===== config.mk =====
export PLATFORM = sky130hd
export DESIGN_NAME = btn_press_cond
export DESIGN_NICKNAME = d
export VERILOG_FILES = /design/src/rtl/safecrack_pkg.sv /design/src/rtl/btn_debounce.sv /design/src/rtl/btn_press_cond.sv
export SDC_FILE = /design/constraint.sdc
export NUM_CORES = 1
export LEC_CHECK = 0
export CORE_ASPECT_RATIO = 1.25
export CORE_UTILIZATION = 25
export DETAILED_ROUTE_END_ITERATION = 8
export GPL_TIMING_DRIVEN = 0
export PLACE_DENSITY_LB_ADDON = 0.08
export RECOVER_POWER = 25
export SLEW_MARGIN = 20
export SYNTH_ARGS = -nofsm -noshare
export SYNTH_HDL_FRONTEND = slang
export SYNTH_SLANG_ARGS = --single-unit

===== constraint.sdc =====
create_clock -name clk -period 1.9 [get_ports clk]
set_input_delay 0.38 -clock clk [delete_from_list [all_inputs] [get_ports clk]]
set_output_delay 0.38 -clock clk [all_outputs]
set_load 0.01 [all_outputs]

===== src/rtl/safecrack_pkg.sv =====
// Shared types and constants for the safecrack button front end.
// Holds the button width, the capture-state enum and the debounce default.
package safecrack_pkg;

    localparam int BTN_W            = 4;
    localparam int DEBOUNCE_DEFAULT = 500000;

    typedef enum logic [1:0] {
        CAP_IDLE,
        CAP_HELD,
        CAP_EMIT
    } cap_state_t;

    // Level a button reads when not pressed, in btn_raw polarity.
    function automatic logic [BTN_W-1:0] released_level(input int active_low);
        return (active_low != 0) ? {BTN_W{1'b1}} : {BTN_W{1'b0}};
    endfunction

endpackage


===== src/rtl/btn_debounce.sv =====
// One-bit synchronizer plus debounce counter.
// Ports: clk, rst (sync, active high), din (async raw), dout (debounced level).
module btn_debounce #(
    parameter int   DEBOUNCE_CYCLES = 500000,
    parameter logic RST_LEVEL       = 1'b1
) (
    input  logic clk,
    input  logic rst,
    input  logic din,
    output logic dout
);

    localparam int            CW   = $clog2(DEBOUNCE_CYCLES) + 1;
    localparam logic [CW-1:0] LAST = CW'(DEBOUNCE_CYCLES - 1);

    logic          sync0;
    logic          sync1;
    logic [CW-1:0] cnt;

    always_ff @(posedge clk) begin
        if (rst) begin
            sync0 <= RST_LEVEL;
            sync1 <= RST_LEVEL;
            dout  <= RST_LEVEL;
            cnt   <= '0;
        end else begin
            sync0 <= din;
            sync1 <= sync0;
            if (sync1 == dout) begin
                cnt <= '0;
            end else if (cnt == LAST) begin
                // Level held long enough: accept it and restart.
                dout <= sync1;
                cnt  <= '0;
            end else begin
                cnt <= cnt + CW'(1);
            end
        end
    end

endmodule


===== src/rtl/btn_press_cond.sv =====
// Button conditioner: debounces four buttons and emits one press event
// per chord. Ports: clk, rst, btn_raw, press_ready -> press_valid,
// press_code, btn_stable, overrun (sticky drop flag).
module btn_press_cond
    import safecrack_pkg::*;
#(
    parameter int DEBOUNCE_CYCLES = DEBOUNCE_DEFAULT,
    parameter int ACTIVE_LOW      = 1
) (
    input  logic             clk,
    input  logic             rst,
    input  logic [BTN_W-1:0] btn_raw,
    input  logic             press_ready,
    output logic             press_valid,
    output logic [BTN_W-1:0] press_code,
    output logic [BTN_W-1:0] btn_stable,
    output logic             overrun
);

    localparam logic [BTN_W-1:0] REL = released_level(ACTIVE_LOW);

    cap_state_t       state;
    cap_state_t       state_n;
    logic [BTN_W-1:0] acc;
    logic [BTN_W-1:0] acc_n;
    logic [BTN_W-1:0] pressed;
    logic             load;
    logic             drop;

    for (genvar i = 0; i < BTN_W; i++) begin : g_deb
        btn_debounce #(
            .DEBOUNCE_CYCLES (DEBOUNCE_CYCLES),
            .RST_LEVEL       (REL[i])
        ) u_deb (
            .clk  (clk),
            .rst  (rst),
            .din  (btn_raw[i]),
            .dout (btn_stable[i])
        );
    end

    // Pressed mask is active-high regardless of button polarity.
    assign pressed = btn_stable ^ REL;

    always_ff @(posedge clk) begin
        if (rst) begin
            state <= CAP_IDLE;
            acc   <= '0;
        end else begin
            state <= state_n;
            acc   <= acc_n;
        end
    end

    always_comb begin
        state_n = state;
        acc_n   = acc;
        load    = 1'b0;
        drop    = 1'b0;
        unique case (state)
            CAP_IDLE: begin
                if (|pressed) begin
                    state_n = CAP_HELD;
                    acc_n   = pressed;
                end
            end
            CAP_HELD: begin
                acc_n = acc | pressed;
                if (pressed == '0) begin
                    state_n = CAP_EMIT;
                end
            end
            CAP_EMIT: begin
                state_n = CAP_IDLE;
                // Output slot free or being drained this cycle.
                if (!press_valid || press_ready) begin
                    load = 1'b1;
                end else begin
                    drop = 1'b1;
                end
            end
            default: begin
                state_n = CAP_IDLE;
            end
        endcase
    end

    always_ff @(posedge clk) begin
        if (rst) begin
            press_valid <= 1'b0;
            press_code  <= REL;
            overrun     <= 1'b0;
        end else begin
            if (load) begin
                press_valid <= 1'b1;
                press_code  <= acc ^ REL;
            end else if (press_valid && press_ready) begin
                press_valid <= 1'b0;
            end
            if (drop) begin
                overrun <= 1'b1;
            end
        end
    end

endmodule


**Congestion heat map**

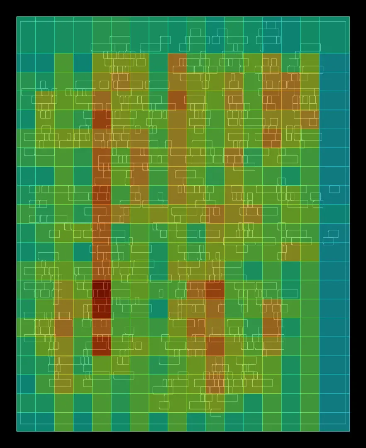
routing usage on met1: 14.7%
post-layout util: 30.5%
grt peak-use layer: met2
routed wire length per instance: 13.1 um
met2 usage: 18.9%

**Routed metal, one color a layer**

(2 px per um)
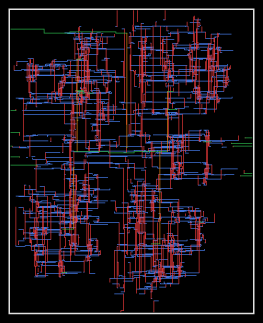
legend:
  orange:
    layer: met4
    wire_length: 210 um
  blue:
    layer: met1
    wire_length: 4960 um
  red:
    layer: met2
    wire_length: 4580 um
  green:
    layer: met3
    wire_length: 209 um
total track usage: 11.7%
via count: 3547
routed wire length: 9.97 mm

**The metal 4 layer**

(2 px per um)
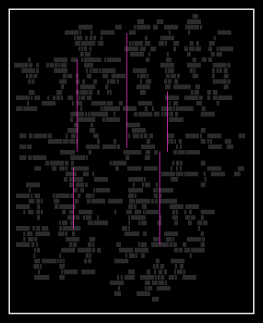
longest straight run: 57.1 um
share of all routed wire: 2.1%
main direction: vertical
wire length on this layer: 210 um
nets with wire on the layer: 2

==> reports/metrics.csv <==
stage;metric;value;unit
clock_tree;htreeDepth;3;
critical_path;r2r_slack;0.09;ns
power_and_ir_drop;powerComb;0.0000664;W
final_timing;worst_slew_pin_slew;0.620;ns
global_route;grt_pass1_vias;3335;
die;pin_count;17;
critical_path;r2r_cells;5;
final_timing;hold_violations;0;
finish;layout_top_cell;dfxtp_1;
finish;nClkBuffers;13;
synthesis;ys.flops;104;
critical_path;start_kind;flip-flop;
min_path;hold_depth;1;
die;rows;54;
synthesis;async_flop_share;0;%
critical_path;crit_family;simple AND/OR/NAND/NOR gates;
place;post_dp_cell_area;4900;um2
power_and_ir_drop;powerSeq;0.00219;W
min_path;hp-start;g_deb[1].u_deb.sync0$_SDFF_PP1_;
clock_tree;clk_pin_slew_worst_paths;0.07;ns
finish;n_all_inverters;14;
finish;logic_area;2320;um2
critical_path;cp_cell_sequence;nand4_1 > buf_4 > or4_4 > or3_1 > a21oi_1;
critical_path;r2r_end;g_deb[1].u_deb.cnt[17]$_SDFF_PP0_;
finish;flop-count;104;
clock_tree;clock_sinks;104;
final_timing;period_used_share;95.3;%
clock_tree;cts_resized;15;
min_path;min_to;g_deb[1].u_deb.sync1$_SDFF_PP1_;
die;fp_util;25.6;%
critical_path;end_kind;flip-flop;
finish;synthToLayoutAreaGrowth;19.4;%
power_and_ir_drop;pwr-share-comb;1.7;%
synthesis;ys_seq_share;46.7;%
power_and_ir_drop;cellLeakagePower;1.63;nW
synthesis;ys_area;4460;um2
final_timing;max_freq;553;MHz
global_route;grt_pass1_wl;16.6;mm
synthesis;fp_nets;511;
power_and_ir_drop;p_total;0.00396;W
die;nWellTaps;224;
global_route;overflow;0;
finish;nNonClkBuffers;40;
finish;final_nets;546;
clock_tree;cts_tree;built;
outcome;status;completed;
synthesis;post-synth-top-count-cell;dfxtp_1;
power_and_ir_drop;swShare;21.0;%
final_timing;finalSetupTns;0;ns
die;core;17400;um2
flow_run;warnings;26;
final_timing;slew-limit-headroom;58.3;%
finish;final_cell_mix;91 x dfxtp_1, 84 x nor2_1, 41 x xnor2_1;
synthesis;yosys.area.top_type;dfxtp_1;
place;dp.cells;740;
finish;largest_class;logic gates;
per-layer routing:
layer / vias up / share of wire (%)
met5: - / 0
met3: 13 / 2.1
li1: 1834 / -
met1: 1665 / 50
met4: 0 / 2.1
met2: 35 / 46
how the worst max path moves through the flow:
stage | cells after the start | to | slack [ns] | startpoint
4_1_cts | 6 | g_deb[2].u_deb.cnt[10]$_SDFF_PP0_ | 0.0001 | g_deb[2].u_deb.cnt[0]$_SDFF_PP0_
3_3_place_gp | 6 | g_deb[3].u_deb.cnt[8]$_SDFF_PP0_ | -0.36 | g_deb[3].u_deb.cnt[0]$_SDFF_PP0_
3_5_place_dp | 6 | g_deb[3].u_deb.cnt[14]$_SDFF_PP0_ | -0.44 | g_deb[3].u_deb.cnt[0]$_SDFF_PP0_
2_1_floorplan | 5 | g_deb[1].u_deb.cnt[18]$_SDFF_PP0_ | 0.1 | g_deb[1].u_deb.cnt[0]$_SDFF_PP0_
6_report | 5 | g_deb[1].u_deb.cnt[17]$_SDFF_PP0_ | 0.09 | g_deb[1].u_deb.cnt[9]$_SDFF_PP0_
5_1_grt | 5 | g_deb[1].u_deb.cnt[17]$_SDFF_PP0_ | -0.01 | g_deb[1].u_deb.cnt[8]$_SDFF_PP0_
registers in the layout, indices dropped and copies added, names as in the netlist:
name               flops
press_valid            1
state                  2
g_deb.u_deb.sync0      4
g_deb.u_deb.dout       4
overrun                1
press_code             4
acc                    4
g_deb.u_deb.sync1      4
g_deb.u_deb.cnt       80
cells by family (layout without fill, tap and decap cells):
kind of cell,Yosys count,count (layout),share of synthesized area [%]
AND/OR/NAND/NOR,248,248,29.5
flip-flops,104,104,46.7
XOR/XNOR,62,62,12.2
AND-OR/OR-AND,52,52,7.52
buffers and inverters,30,68,3.06
adder cells (fa/ha/maj),4,4,1.12
Power is estimated from default activity; no workload was simulated.
